## src/rtl/seq_pattern_tx.sv

```systemverilog
// Serial pattern transmitter: takes a word and bit count over valid/ready, then shifts it
// out LSB-first with a qualifying valid, a done pulse on the last bit and an idle gap.
module seq_pattern_tx #(
    parameter int W     = 8,
    parameter int LEN_W = 4,
    parameter int GAP   = 2
) (
    input  logic             clk,
    input  logic             rst,
    input  logic             in_valid,
    output logic             in_ready,
    input  logic [W-1:0]     in_data,
    input  logic [LEN_W-1:0] in_len,
    input  logic             abort,
    output logic             o,
    output logic             o_valid,
    output logic             done,
    output logic             busy
);

    localparam int GW = (GAP > 1) ? $clog2(GAP) : 1;

    typedef enum logic [1:0] {
        S_IDLE,
        S_SHIFT,
        S_GAP
    } state_t;

    state_t           state_q, state_d;
    logic [W-1:0]     shreg_q, shreg_d;
    logic [LEN_W-1:0] cnt_q, cnt_d;
    logic [GW-1:0]    gcnt_q, gcnt_d;
    logic             o_q, o_d;
    logic             o_valid_q, o_valid_d;
    logic             done_q, done_d;
    logic [LEN_W-1:0] eff_len;
    logic             accept;

    assign in_ready = (state_q == S_IDLE) & ~abort & ~rst;
    assign accept   = in_valid & in_ready;
    assign busy     = (state_q != S_IDLE);
    assign o        = o_q;
    assign o_valid  = o_valid_q;
    assign done     = done_q;

    // A zero or oversized length means "send the full word".
    assign eff_len = ((in_len == '0) || (32'(in_len) > W)) ? LEN_W'(W) : in_len;

    always_comb begin
        state_d   = state_q;
        shreg_d   = shreg_q;
        cnt_d     = cnt_q;
        gcnt_d    = gcnt_q;
        o_d       = 1'b0;
        o_valid_d = 1'b0;
        done_d    = 1'b0;
        case (state_q)
            S_IDLE: begin
                if (accept) begin
                    state_d   = S_SHIFT;
                    o_d       = in_data[0];
                    o_valid_d = 1'b1;
                    shreg_d   = in_data >> 1;
                    cnt_d     = eff_len - LEN_W'(1);
                    done_d    = (eff_len == LEN_W'(1));
                end
            end
            S_SHIFT: begin
                if (abort) begin
                    state_d = S_IDLE;
                    cnt_d   = '0;
                    gcnt_d  = '0;
                end else if (cnt_q != '0) begin
                    o_d       = shreg_q[0];
                    o_valid_d = 1'b1;
                    shreg_d   = shreg_q >> 1;
                    cnt_d     = cnt_q - LEN_W'(1);
                    done_d    = (cnt_q == LEN_W'(1));
                end else if (GAP > 0) begin
                    // cnt_q == 0: the last bit was on the line this cycle.
                    state_d = S_GAP;
                    gcnt_d  = GW'(GAP > 0 ? GAP - 1 : 0);
                end else begin
                    state_d = S_IDLE;
                end
            end
            S_GAP: begin
                if (abort || (gcnt_q == '0)) begin
                    state_d = S_IDLE;
                    gcnt_d  = '0;
                end else begin
                    gcnt_d = gcnt_q - GW'(1);
                end
            end
            default: begin
                state_d = S_IDLE;
            end
        endcase
    end

    always_ff @(posedge clk) begin
        if (rst) begin
            state_q   <= S_IDLE;
            shreg_q   <= '0;
            cnt_q     <= '0;
            gcnt_q    <= '0;
            o_q       <= 1'b0;
            o_valid_q <= 1'b0;
            done_q    <= 1'b0;
        end else begin
            state_q   <= state_d;
            shreg_q   <= shreg_d;
            cnt_q     <= cnt_d;
            gcnt_q    <= gcnt_d;
            o_q       <= o_d;
            o_valid_q <= o_valid_d;
            done_q    <= done_d;
        end
    end

endmodule
```

## config.mk

```make
export PLATFORM = sky130hd
export DESIGN_NAME = seq_pattern_tx
export DESIGN_NICKNAME = d
export VERILOG_FILES = /design/src/rtl/seq_pattern_tx.sv
export SDC_FILE = /design/constraint.sdc
export NUM_CORES = 1
export LEC_CHECK = 0
export CORE_MARGIN = 2
export CORE_UTILIZATION = 53
export CTS_CLUSTER_DIAMETER = 150
export DETAILED_ROUTE_END_ITERATION = 8
export MAX_ROUTING_LAYER = met4
export PLACE_DENSITY = 0.83
export SYNTH_ARGS = -nofsm -noshare
export SYNTH_HDL_FRONTEND = slang
export SYNTH_SLANG_ARGS = --single-unit
```

## constraint.sdc

```tcl
create_clock -name clk -period 5.43 [get_ports clk]
set_clock_uncertainty 0.2 [all_clocks]
set_input_delay 0.8145 -clock clk [delete_from_list [all_inputs] [get_ports clk]]
set_output_delay 0.8145 -clock clk [all_outputs]
set_load 0.02 [all_outputs]
```

metal_stack.png
Bar = 10 um. Only two layers are drawn.
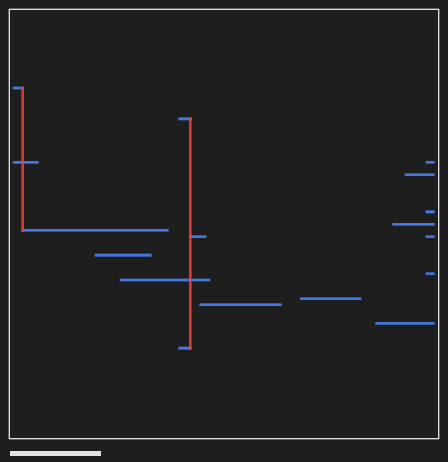
met4 -> red  # wire length 40.8 um
met3 -> blue  # wire length 70.4 um

registers.png
Bar = 10 um. Other sequential cells in the stronger gray, the rest of the logic in the fainter gray.
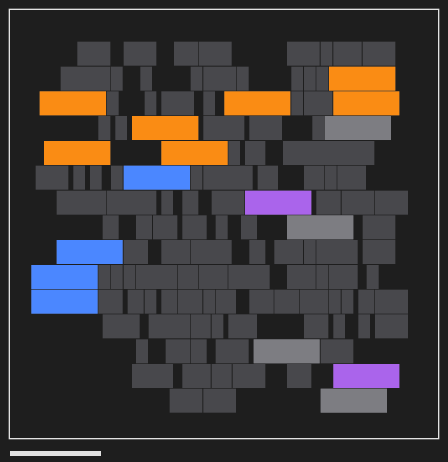
cnt_q -> blue  # flops 4, where middle left
shreg_q -> orange  # flops 7
state_q -> purple  # flops 2

==> metrics.cfg <==
[critical_path]
slowest_stage=clkdlybuf4s50_1
crit_fanout=18
cp_common_cell=clkdlybuf4s50_1
crit_required_ns=4.42
rr_worst_depth=6
crit_arrival_ns=2.79
crit_family=buffers and inverters
critPathLaunchType=input port
r2r_setup_slack_ns=3.42

[global_route]
use_met1_pct=28.2
grt_max_degree=19
grt_pass1_wl_um=3350
grt_use_met3_pct=2.31
grt_pass1_vias=758

[pwr]
peakVddDrop_v=0.000130
leakagePower_nw=0.421
totalPowerFinal_uw=270

[route]
wl_per_cell_um=13.5
vias_per_cell=5.55
drt_first_pass_iters=4
wl_um=2050
remaining_drc_errors=0
vias=843

[layout]
final_cell_mix=clkdlybuf4s50_1, nor2_1, dfxtp_1
finalInstanceArea_um2=1180
lay_top_count=clkdlybuf4s50_1
drive_gt1_share_pct=11.8
n_all_buffers=20
seq_area_share_pct=28.8
nClkBuffers=3
inv_count=6
area_growth_pct=20.8
multi_input_comb_cells=80
clock_area_share_pct=2.33
nonClkBufAreaFrac_pct=16.9

[run_status]
status=finished, final reports clean

[floorplanning]
die_y_um=47.0
fp-utilization_pct=56.7
chipArea_um2=2210

[cts]
htreeDepth=1
clock_sinks=17
ctsResizeCount=0
clkTransAtPathRegs_ns=0.10
cts_tree=yes
cts_hold_buf=0
post-cts-setup-buffer-count=0

[place]
dp_cells=148
dp_hpwl_um=1550
preCtsSetupSlack_ns=1.62
gp_congestion=0.872
portBuffers=20

[final_timing]
finalCritPeriodShare_pct=70.0
rsz0062_at_grt=false
max-slew-margin-rel_pct=50.8
setup-tns-final_ns=0
timing.hold.ws_ns=0.293
max_freq_mhz=263
finalWorstSetupSlack_ns=1.63
max_slew.worst_pin.slew_ns=0.735

[synth]
synth_chip_area_um2=978
postSynthNetCount=131
synthCells=110
largest_area_cell=dfxtp_1
synthTopCellsByArea=dfxtp_1, nor2_1, ha_1
flop_cell=dfxtp_1
synth-edff-count=0
synth_flop_count=17
yosysSeqAreaShare_pct=34.8
synth_top_area_share_pct=34.8
synthTopCellsByCount=dfxtp_1, nor2_1, nand2_1

[job]
cap_violations=0
openroad.warnings=29

[worst_hold_path]
hold_start=shreg_q[2]
holdPathStages=2

final_congestion.png
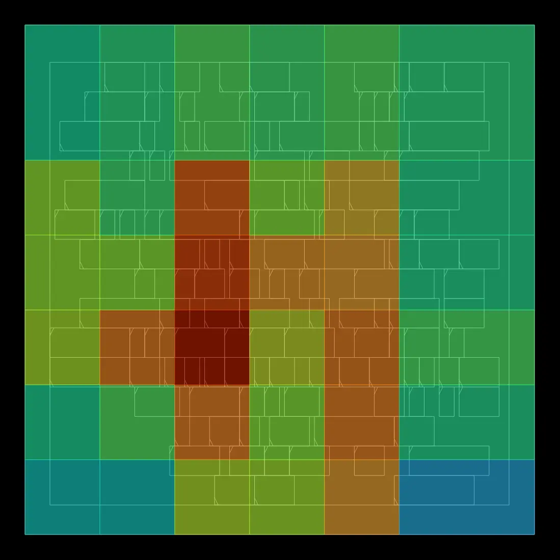
GR met2 Demand/Resource: 36.2%
Tot GR Track Use: 22.4%

-- flip-flops by register name, summed over array words and instances (netlist names) --
name	flops
cnt_q	4
state_q	2
gcnt_q	1
done	1
o	1
shreg_q	7
o_valid	1
-- report_power, final --
part	total, mW	switching (mW)	internal, mW	leakage (nW)
registers	0.138	0.00594	0.132	0.139
logic	0.0633	0.0326	0.0307	0.264
clock network	0.0691	0.0416	0.0275	0.0177
-- routing by layer --
layer	share of wire, %	vias up
li1	-	423
met1	46	395
met2	48	20
met3	3.4	5
met4	2.0	0
met5	0	-
-- logic make-up after synthesis --
logic type	after synthesis	synth area share, %
buffers and inverters	13	7.93
AND/OR/NAND/NOR	51	26.3
flip-flops	17	34.8
AND-OR/OR-AND	22	22.8
XOR/XNOR	2	1.79
adder cells (fa/ha/maj)	5	6.39
Power figures rest on the tool's default switching activity, not on a simulated workload.
